[src/rtl/slice_decode_scheduler_pkg.sv]
// Shared states, constants and helpers for the picture-level slice scheduler.
package slice_decode_scheduler_pkg;

  typedef enum logic [2:0] {
    SLICE_SCHED_IDLE      = 3'd0,
    SLICE_SCHED_WAIT_CODE = 3'd1,
    SLICE_SCHED_LAUNCH    = 3'd2,
    SLICE_SCHED_RUN       = 3'd3,
    SLICE_SCHED_END_MARK  = 3'd4
  } sched_state_e;

  // Info tag for the picture-end word; kept apart from the slice-quant tag.
  localparam logic [15:0] INFO_PICTURE_END = 16'hFE01;
  localparam logic [7:0]  SLICE_CODE_MIN   = 8'h01;
  localparam logic [7:0]  SLICE_CODE_MAX   = 8'hAF;

  function automatic logic is_slice_code(input logic [7:0] code);
    return (code >= SLICE_CODE_MIN) && (code <= SLICE_CODE_MAX);
  endfunction

  function automatic logic [31:0] picture_end_marker(input logic [7:0] count);
    return {INFO_PICTURE_END, 8'h00, count};
  endfunction

endpackage

[src/rtl/slice_decode_scheduler_watchdog.sv]
// 12-bit start-code watchdog: counts enabled cycles, flags when the limit is reached.
module slice_sched_watchdog #(
  parameter logic [11:0] LIMIT = 12'd4095
) (
  input  logic clock,
  input  logic resetn,
  input  logic i_clear,
  input  logic i_enable,
  output logic o_expire
);

  logic [11:0] r_count;

  always_ff @(posedge clock or negedge resetn) begin
    if (!resetn) begin
      r_count <= '0;
    end else if (i_clear) begin
      r_count <= '0;
    end else if (i_enable && (r_count != LIMIT)) begin
      r_count <= r_count + 12'd1;
    end
  end

  assign o_expire = i_enable && (r_count == LIMIT);

endmodule

[src/rtl/slice_decode_scheduler.sv]
// Picture-level slice launcher and slice-buffer mux in front of Slice_Decode.
// Optional row-order checking is built when SLICE_SCHED_ORDER_CHECK_EN is defined.
module slice_decode_scheduler
  import slice_decode_scheduler_pkg::*;
#(
  parameter logic [7:0]  MAX_SLICE_ROW  = 8'h24,
  parameter logic [11:0] TIMEOUT_CYCLES = 12'd4095
) (
  input  logic        clock,
  input  logic        resetn,
  input  logic        Start_Picture_I,
  output logic        Done_Picture_O,
  input  logic        Start_Code_Upcoming_I,
  input  logic [7:0]  Start_Code_Value_I,
  output logic        Start_Slice_Decode_O,
  input  logic        Done_Slice_Decode_I,
  input  logic [31:0] Slice_Value_I,
  input  logic        Slice_Write_En_I,
  output logic [31:0] Buffer_Value_O,
  output logic        Buffer_Write_En_O,
  input  logic        Buffer_Full_I,
  output logic [7:0]  Slice_Vertical_Position_O,
  output logic [7:0]  Slice_Count_O,
  output logic        Error_O
);

`ifdef SLICE_SCHED_ORDER_CHECK_EN
  localparam bit ORDER_CHECK = 1'b1;
`else
  localparam bit ORDER_CHECK = 1'b0;
`endif

  sched_state_e r_state, w_next;
  logic [7:0]   r_slice_count, r_row;
  logic         r_error, r_run_first;
  logic         w_expire, w_is_slice, w_order_err, w_take_slice, w_set_err, w_end_mark;

  slice_sched_watchdog #(.LIMIT(TIMEOUT_CYCLES)) u_watchdog (
    .clock    (clock),
    .resetn   (resetn),
    .i_clear  (r_state != SLICE_SCHED_WAIT_CODE),
    .i_enable (r_state == SLICE_SCHED_WAIT_CODE),
    .o_expire (w_expire)
  );

  assign w_is_slice  = is_slice_code(Start_Code_Value_I);
  assign w_order_err = ORDER_CHECK && ((Start_Code_Value_I > MAX_SLICE_ROW) ||
                       ((r_slice_count != 8'h00) && (Start_Code_Value_I < r_row)));

  always_comb begin
    w_next       = r_state;
    w_take_slice = 1'b0;
    w_set_err    = 1'b0;
    case (r_state)
      SLICE_SCHED_IDLE:
        if (Start_Picture_I) w_next = SLICE_SCHED_WAIT_CODE;
      SLICE_SCHED_WAIT_CODE:
        if (Start_Code_Upcoming_I && w_is_slice && Done_Slice_Decode_I) begin
          w_take_slice = 1'b1;
          w_set_err    = w_order_err;
          w_next       = SLICE_SCHED_LAUNCH;
        end else if (Start_Code_Upcoming_I && !w_is_slice) begin
          w_next = SLICE_SCHED_END_MARK;
        end else if (w_expire) begin
          w_set_err = 1'b1;
          w_next    = SLICE_SCHED_END_MARK;
        end
      SLICE_SCHED_LAUNCH:
        w_next = SLICE_SCHED_RUN;
      SLICE_SCHED_RUN:
        // Still idle right after the launch pulse means Slice_Decode never started.
        if (Done_Slice_Decode_I) begin
          if (r_run_first) begin
            w_set_err = 1'b1;
            w_next    = SLICE_SCHED_END_MARK;
          end else begin
            w_next = SLICE_SCHED_WAIT_CODE;
          end
        end
      SLICE_SCHED_END_MARK:
        if (!Buffer_Full_I) w_next = SLICE_SCHED_IDLE;
      default:
        w_next = SLICE_SCHED_IDLE;
    endcase
  end

  always_ff @(posedge clock or negedge resetn) begin
    if (!resetn) begin
      r_state       <= SLICE_SCHED_IDLE;
      r_slice_count <= 8'h00;
      r_row         <= 8'h00;
      r_error       <= 1'b0;
      r_run_first   <= 1'b0;
    end else begin
      r_state     <= w_next;
      r_run_first <= (r_state == SLICE_SCHED_LAUNCH);
      if ((r_state == SLICE_SCHED_IDLE) && Start_Picture_I) begin
        r_slice_count <= 8'h00;
        r_error       <= 1'b0;
      end else begin
        if (w_set_err) r_error <= 1'b1;
        if ((r_state == SLICE_SCHED_LAUNCH) && (r_slice_count != 8'hFF))
          r_slice_count <= r_slice_count + 8'd1;
      end
      if (w_take_slice) r_row <= Start_Code_Value_I;
    end
  end

  assign w_end_mark                = (r_state == SLICE_SCHED_END_MARK);
  assign Done_Picture_O            = (r_state == SLICE_SCHED_IDLE);
  assign Start_Slice_Decode_O      = (r_state == SLICE_SCHED_LAUNCH);
  assign Buffer_Value_O            = w_end_mark ? picture_end_marker(r_slice_count) : Slice_Value_I;
  assign Buffer_Write_En_O         = (w_end_mark && !Buffer_Full_I) || Slice_Write_En_I;
  assign Slice_Vertical_Position_O = r_row;
  assign Slice_Count_O             = r_slice_count;
  assign Error_O                   = r_error;

endmodule

[config.mk]
export PLATFORM = sky130hd
export DESIGN_NAME = slice_decode_scheduler
export DESIGN_NICKNAME = d
export VERILOG_FILES = /design/src/rtl/slice_decode_scheduler_pkg.sv /design/src/rtl/slice_decode_scheduler_watchdog.sv /design/src/rtl/slice_decode_scheduler.sv
export SDC_FILE = /design/constraint.sdc
export NUM_CORES = 1
export LEC_CHECK = 0
export ABC_CLOCK_PERIOD_IN_PS = 2780
export CORE_ASPECT_RATIO = 1.75
export CORE_MARGIN = 3
export CORE_UTILIZATION = 42
export CTS_BUF_LIST = sky130_fd_sc_hd__clkbuf_4 sky130_fd_sc_hd__clkbuf_8
export DETAILED_ROUTE_END_ITERATION = 12
export PLACE_DENSITY = 0.83
export SLEW_MARGIN = 10
export SYNTH_ARGS = -nofsm -noshare
export SYNTH_HDL_FRONTEND = slang
export SYNTH_SLANG_ARGS = --single-unit
[constraint.sdc]
create_clock -name clock -period 2.78 [get_ports clock]
set_clock_uncertainty 0.1 [all_clocks]
set_input_delay 0.695 -clock clock [delete_from_list [all_inputs] [get_ports clock]]
set_output_delay 0.695 -clock clock [all_outputs]
set_load 0.05 [all_outputs]
run_1/final_placement.png
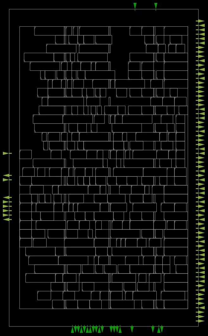
sequential cells: 33
Layout fillers: 303
Finished Layout Cells: 356
flop share of the area: 0.242

run_1/cell_classes.png
Drawn at 6 px/um.
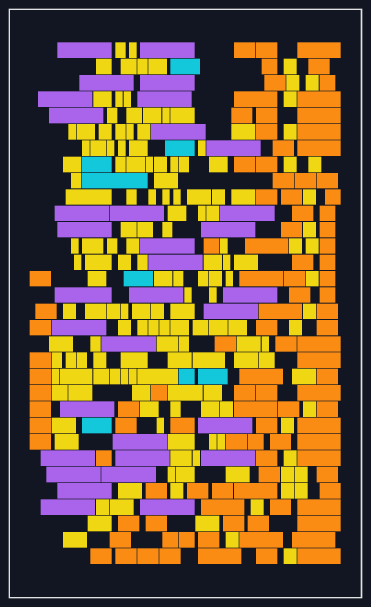
legend:
  clock drivers and dummy loads:
    colour: cyan
    cells: 8
    share_of_their_area: 3.6%
  other buffers and delay cells:
    colour: orange
    cells: 104
    share_of_their_area: 37%
  all other logic:
    colour: yellow
    cells: 160
    share_of_their_area: 34%
  flip-flops:
    colour: purple
    cells: 33
    share_of_their_area: 25%
FP Rows: 32
fin util: 0.755
Placeable Area: 4520 um2
post-route cell area: 3410 um2

==> out/summary.txt, run 1 <==
area leader, netlist - dfrtp_1
Worst setup EP type - primary output
metal3 WL - 574 um
Max clock buf depth - 2
pre-CTS setup slack - 0.179 ns
Fin Hold WS - 0.408 ns
status - finished, final reports clean
yosys simple share - 0.270
H-tree depth - 2
number of global-route vias before repair - 1896
Slew Limit Fails - 0
reg2reg end - Slice_Count_O[7]$_DFFE_PN0P_
yosys cell count - 203
hold_buf cts - 0
critical-path maximum fanout - 26
Non-clock inverters - 7
most numerous cell in the Yosys netlist - dfrtp_1
GRT Total Usage - 0.200
sequential fraction of the synthesis area - 0.408
Mux area share - 0.105
setup TNS - 0 ns
cts bufs inserted - 5
Layout area overhead - 68.8%
mi-comb count - 153
gpl congestion - 0.820
Commonest cells post-synth - dfrtp_1 (33), nor2b_1 (18), mux2_2 (16), nor2_1 (16), nand2_1 (10)
Worst Path Buf+Inv - 2
Post-synth EDFFs - 0
chip height - 97.8 um
DRC - 0
GRT met1 Usage - 0.219
M1 WL - 1970 um
global routing's busiest layer - met2
first-pass GRT wire length - 8960 um
Pint - 1.59 mW
io pins - 99
final hold violation count - 0
asr flop ratio synth - 1.00
Cells after Synth - 203
Peak Freq - 383 MHz
r2r startpoint - r_state[0]$_DFFE_PN0P_
Top delay family on crit path - flip-flops
max cap viols - 0
Top pwr grp - combinational logic
number of distinct library cells after synthesis - 49
placed cell area - 3290 um2
Worst Setup EP - Buffer_Value_O[7]
critical path's largest stage delay - 0.52 ns
ys flops - 33
RSZ-0062 raised after global routing - false
clock-net power - 471 uW
WS Path Type - reg -> out
clock buffer count - 6
Layout clock area frac - 0.0352
Wirelength per Cell - 15.7 um
OpenROAD warnings - 26
sequential share of power - 0.243
drt via density - 5.54
synthesized area - 2020 um2
IO buf count - 98
Hold Path Depth - 1
Gate power share - 0.592
Power Dens Cells - 839 nW/um2
post-route ant nets - 0
aggregate global routing overflow - 0
P_comb - 1.70 mW
Post-CTS Setup Bufs - 0
met2 WL - 2910 um
yosys xor share - 0.0433
Top cells excl fill/tap - clkdlybuf4s50_1 (63), dfrtp_1 (32), buf_12 (25)
non-clock buffer count in the final layout - 104
relative slew slack - 0.618
max FFs per register - 12
area share of fa/ha/maj cells after synthesis - 0.0124
sequential power - 697 uW
endpoints failing setup - 0
Multi-input gate area - 1120 um2
worst hold path startpoint - Slice_Vertical_Position_O[6]$_DFFE_PN0P_
R2R depth - 4
HPWL after DPL - 4400 um
fin crit period - 2.61 ns
CP required - 1.99 ns
Register Area - 827 um2
DR iter-0 viols - 64
crit-path cells - nor3b_4 -> buf_6 -> mux2_2 -> buf_12
Data buffer area share - 0.368
top cells, area - dfrtp_1 (41%), mux2_2 (8.9%), nor2b_1 (5.6%), xnor2_1 (3.9%), nor2_1 (3.0%)
yosys synthesis warning count - 0
die width - 58.5 um
# diodes - 0
data arrival time of the worst path - 1.81 ns
Commonest flop - dfrtp_1
Top-area cell share - 0.408
met2 Use GR - 0.352
root buf cell - clkbuf_8
startpoint types - flip-flop
Syn Nets - 252
clk slew on worst S/H paths - 0.07 ns
compound-cell area share of the yosys netlist - 0.121
final setup margin - 0.171 ns
fp util - 0.447
syn_area_per_cell - 9.97 um2
NumNets Final - 353
Post-Place Cells - 348
Final Power - 2.86 mW
R2R setup slack - 0.84 ns
clock tree from TritonCTS - built
Clk network pwr share - 0.164
sw power - 1.28 mW
leak pwr - 1.44 nW
clk_lat worst skew - 0.29 ns
initial antenna violation count - 0
fraction of area in multi-input gates - 0.329
yosys stat chip area - 2020 um2
chip area - 5720 um2
Sink Count - 33
Top non-seq family - simple AND/OR/NAND/NOR gates
Worst Setup SP - r_state[0]$_DFFE_PN0P_
run_1/drive_strength.png
Drawn at 4 px/um.
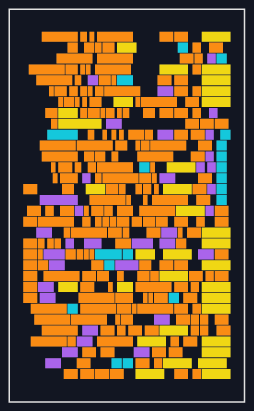
legend:
  drive 2:
    colour: purple
    cells: 34
    most_used: mux2_2
  drive 3 to 4:
    colour: cyan
    cells: 19
    most_used: buf_4
  drive 6 and up:
    colour: yellow
    cells: 33
    most_used: buf_12
  drive 1 or less:
    colour: orange
    cells: 219
    most_used: clkdlybuf4s50_1

run_1/met3.png
Drawn at 4 px/um.
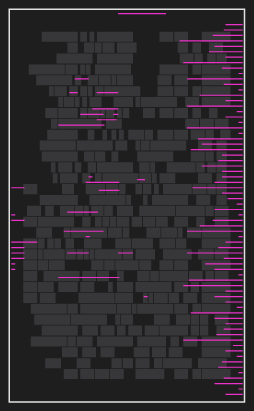
main direction: horizontal
wire length on this layer: 574 um
longest straight run: 15.5 um
nets with wire on the layer: 90
via count: 1972
final WL: 5580 um
GR Util met3: 0.0556

run_1/registers.png
Drawn at 4 px/um.
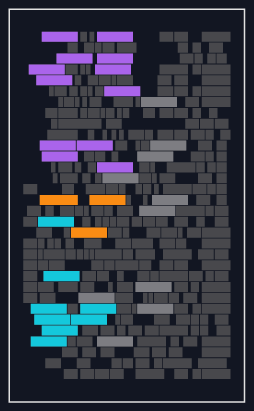

--- run 2 (diff from run 1) ---
--- a/config.mk
+++ b/config.mk
@@ -8,10 +8,11 @@
 export ABC_CLOCK_PERIOD_IN_PS = 2780
 export CORE_ASPECT_RATIO = 1.75
 export CORE_MARGIN = 3
-export CORE_UTILIZATION = 42
+export CORE_UTILIZATION = 40
 export CTS_BUF_LIST = sky130_fd_sc_hd__clkbuf_4 sky130_fd_sc_hd__clkbuf_8
+export CTS_CLUSTER_SIZE = 16
 export DETAILED_ROUTE_END_ITERATION = 12
-export PLACE_DENSITY = 0.83
+export PLACE_DENSITY = 0.79
 export SLEW_MARGIN = 10
 export SYNTH_ARGS = -nofsm -noshare
 export SYNTH_HDL_FRONTEND = slang
run_2/registers.png
Drawn at 4 px/um.
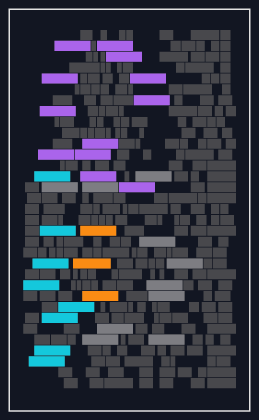
legend:
  u_watchdog.r_count:
    colour: purple
    flops: 12
  r_state:
    colour: orange
    flops: 3
  Slice_Vertical_Position_O:
    colour: cyan
    flops: 8
not coloured: 10

run_2/final_placement.png
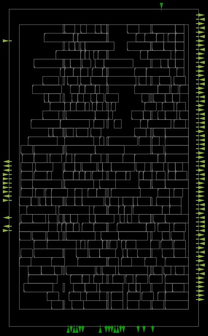
Layout fillers: 382
Placeable Area: 4790 um2

==> out/summary.txt, run 2 <==
final hold violation count - 0
worst hold path startpoint - Slice_Vertical_Position_O[6]$_DFFE_PN0P_
yosys synthesis warning count - 0
area share of fa/ha/maj cells after synthesis - 0.0124
Top delay family on crit path - buffers and inverters
fraction of area in multi-input gates - 0.337
Worst setup EP type - primary output
HPWL after DPL - 4250 um
GRT met1 Usage - 0.197
root buf cell - clkbuf_8
gpl congestion - 0.765
DRC - 0
Register Area - 827 um2
OpenROAD warnings - 26
first-pass GRT wire length - 8800 um
Multi-input gate area - 1120 um2
io pins - 99
Top non-seq family - simple AND/OR/NAND/NOR gates
area leader, netlist - dfrtp_1
asr flop ratio synth - 1.00
fin crit period - 2.60 ns
Top-area cell share - 0.408
max cap viols - 0
clock buffer count - 7
setup TNS - 0 ns
chip height - 100 um
yosys simple share - 0.270
yosys stat chip area - 2020 um2
Post-Place Cells - 349
synthesized area - 2020 um2
via count - 1953
yosys cell count - 203
Final Power - 2.76 mW
max FFs per register - 12
Layout clock area frac - 0.0304
Finished Layout Cells - 357
final WL - 5530 um
pre-CTS setup slack - 0.161 ns
sequential share of power - 0.249
WS Path Type - reg -> out
yosys xor share - 0.0433
number of distinct library cells after synthesis - 49
clk_lat worst skew - 0.28 ns
R2R depth - 5
Slew Limit Fails - 0
DR iter-0 viols - 45
sequential power - 688 uW
hold_buf cts - 0
reg2reg end - Slice_Count_O[7]$_DFFE_PN0P_
fp util - 0.422
crit-path cells - nor3b_4 -> buf_4 -> buf_4 -> or2_2 -> buf_4
compound-cell area share of the yosys netlist - 0.121
aggregate global routing overflow - 0
Gate power share - 0.606
FP Rows - 33
clock-net power - 399 uW
R2R setup slack - 0.86 ns
clk slew on worst S/H paths - 0.07 ns
status - finished, final reports clean
met2 WL - 2840 um
endpoints failing setup - 0
flop share of the area - 0.248
Worst Path Buf+Inv - 3
Top pwr grp - combinational logic
Sink Count - 33
# diodes - 0
cts bufs inserted - 5
initial antenna violation count - 0
H-tree depth - 2
Top cells excl fill/tap - clkdlybuf4s50_1 (63), dfrtp_1 (32), buf_4 (21)
M1 WL - 1960 um
Max clock buf depth - 2
syn_area_per_cell - 9.97 um2
Mux area share - 0.105
IO buf count - 98
Pint - 1.49 mW
critical path's largest stage delay - 0.50 ns
metal3 WL - 660 um
Worst Setup EP - Buffer_Value_O[25]
run_2/met3.png
Drawn at 4 px/um.
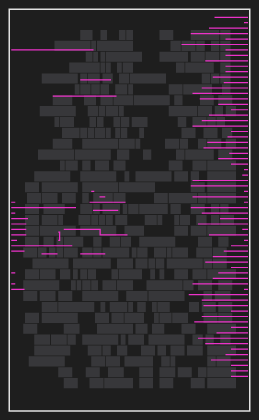
nets with wire on the layer: 86
longest straight run: 20.2 um
share of all routed wire: 12%

run_2/cell_classes.png
Drawn at 6 px/um.
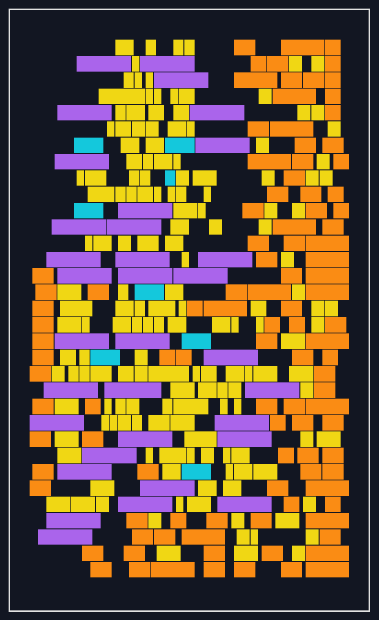

--- run 3 (diff from run 2) ---
--- a/config.mk
+++ b/config.mk
@@ -6,13 +6,16 @@
 export NUM_CORES = 1
 export LEC_CHECK = 0
 export ABC_CLOCK_PERIOD_IN_PS = 2780
+export CELL_PAD_IN_SITES_DETAIL_PLACEMENT = 0
+export CELL_PAD_IN_SITES_GLOBAL_PLACEMENT = 1
 export CORE_ASPECT_RATIO = 1.75
 export CORE_MARGIN = 3
 export CORE_UTILIZATION = 40
 export CTS_BUF_LIST = sky130_fd_sc_hd__clkbuf_4 sky130_fd_sc_hd__clkbuf_8
 export CTS_CLUSTER_SIZE = 16
 export DETAILED_ROUTE_END_ITERATION = 12
-export PLACE_DENSITY = 0.79
+export DONT_BUFFER_PORTS = 1
+export PLACE_DENSITY = 0.7
 export SLEW_MARGIN = 10
 export SYNTH_ARGS = -nofsm -noshare
 export SYNTH_HDL_FRONTEND = slang
run_3/cell_classes.png
Drawn at 6 px/um.
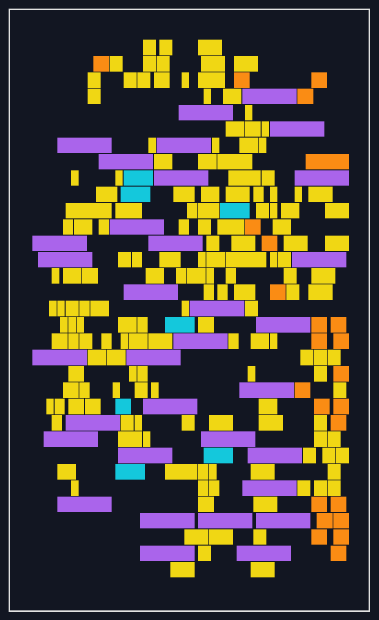
legend:
  flip-flops:
    colour: purple
    cells: 33
    share_of_their_area: 37%
  all other logic:
    colour: yellow
    cells: 160
    share_of_their_area: 51%
  clock drivers and dummy loads:
    colour: cyan
    cells: 7
    share_of_their_area: 4.0%
  other buffers and delay cells:
    colour: orange
    cells: 24
    share_of_their_area: 8.5%
FP Rows: 33
flop share of the area: 0.355
fin util: 0.486

run_3/final_placement.png
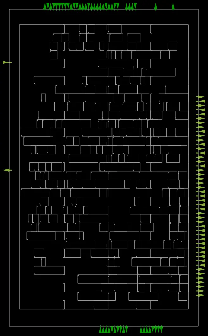
Layout fillers: 440
tap cells: 52
Finished Layout Cells: 276

run_3/drive_strength.png
Drawn at 4 px/um.
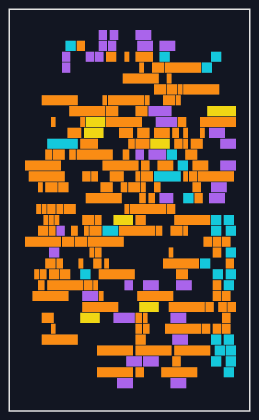
legend:
  drive 1 or less:
    colour: orange
    cells: 156
    most_used: dfrtp_1
  drive 2:
    colour: purple
    cells: 34
    most_used: mux2_2
  drive 3 to 4:
    colour: cyan
    cells: 27
    most_used: buf_4
  drive 6 and up:
    colour: yellow
    cells: 7
    most_used: clkbuf_8
final setup margin: 0.156 ns
Layout area overhead: 15.0%
post-route cell area: 2330 um2
non-clock buffer count in the final layout: 24

==> out/summary.txt, run 3 <==
yosys stat chip area - 2020 um2
data arrival time of the worst path - 1.83 ns
area leader, netlist - dfrtp_1
OpenROAD warnings - 26
die width - 59.8 um
GRT met1 Usage - 0.170
# diodes - 0
Top non-seq family - simple AND/OR/NAND/NOR gates
Gate power share - 0.422
syn_area_per_cell - 9.97 um2
Top cells excl fill/tap - dfrtp_1 (33), buf_4 (23), nor2b_1 (18)
relative slew slack - 0.593
Worst Path Buf+Inv - 1
gpl congestion - 0.788
leak pwr - 1.00 nW
GRT Total Usage - 0.170
sequential cells - 33
DRC - 0
placed cell area - 2220 um2
critical-path maximum fanout - 20
clock-net power - 381 uW
M1 WL - 1770 um
Data buffer area share - 0.0828
yosys cell count - 203
Cells after Synth - 203
Top-area cell share - 0.408
status - finished, final reports clean
critical path's largest stage delay - 0.54 ns
max cap viols - 0
Commonest flop - dfrtp_1
Syn Nets - 252
RSZ-0062 raised after global routing - false
endpoints failing setup - 0
clk slew on worst S/H paths - 0.08 ns
synthesized area - 2020 um2
Post-Place Cells - 268
Top pwr grp - combinational logic
most numerous cell in the Yosys netlist - dfrtp_1
Worst setup EP type - primary output
compound-cell area share of the yosys netlist - 0.121
Commonest cells post-synth - dfrtp_1 (33), nor2b_1 (18), mux2_2 (16), nor2_1 (16), nand2_1 (10)
WS Path Type - reg -> out
clk_lat worst skew - 0.29 ns
metal3 WL - 399 um
Worst Setup EP - Buffer_Value_O[7]
chip height - 100 um
top cells, area - dfrtp_1 (41%), mux2_2 (8.9%), nor2b_1 (5.6%), xnor2_1 (3.9%), nor2_1 (3.0%)
Multi-input gate area - 1130 um2
area share of fa/ha/maj cells after synthesis - 0.0124
number of distinct library cells after synthesis - 49
R2R setup slack - 0.56 ns
yosys simple share - 0.270
ys flops - 33
reg2reg end - Slice_Count_O[6]$_DFFE_PN0P_
Final Power - 2.30 mW
r2r startpoint - Slice_Count_O[0]$_DFFE_PN0P_
CP required - 1.99 ns
asr flop ratio synth - 1.00
root buf cell - clkbuf_8
Layout clock area frac - 0.0387
Max clock buf depth - 2
met2 WL - 2790 um
mi-comb count - 153
post-route ant nets - 0
Clk network pwr share - 0.165
HPWL after DPL - 3840 um
sequential power - 951 uW
drt via density - 5.91
Worst Setup SP - r_state[1]$_DFFE_PN0P_
clock tree from TritonCTS - built
sw power - 1.21 mW
Non-clock inverters - 7
sequential share of power - 0.413
Fin Hold WS - 0.115 ns
hold_buf cts - 1
Mux area share - 0.105
DR iter-0 viols - 58
Register Area - 826 um2
IO buf count - 0
startpoint types - flip-flop
setup TNS - 0 ns
P_comb - 972 uW
Sink Count - 33
initial antenna violation count - 0
Top delay family on crit path - flip-flops
number of global-route vias before repair - 1625
Slew Limit Fails - 0
Wirelength per Cell - 18.3 um
yosys xor share - 0.0433
fin crit period - 2.62 ns
NumNets Final - 273
Power and IR drop assume default switching activity.
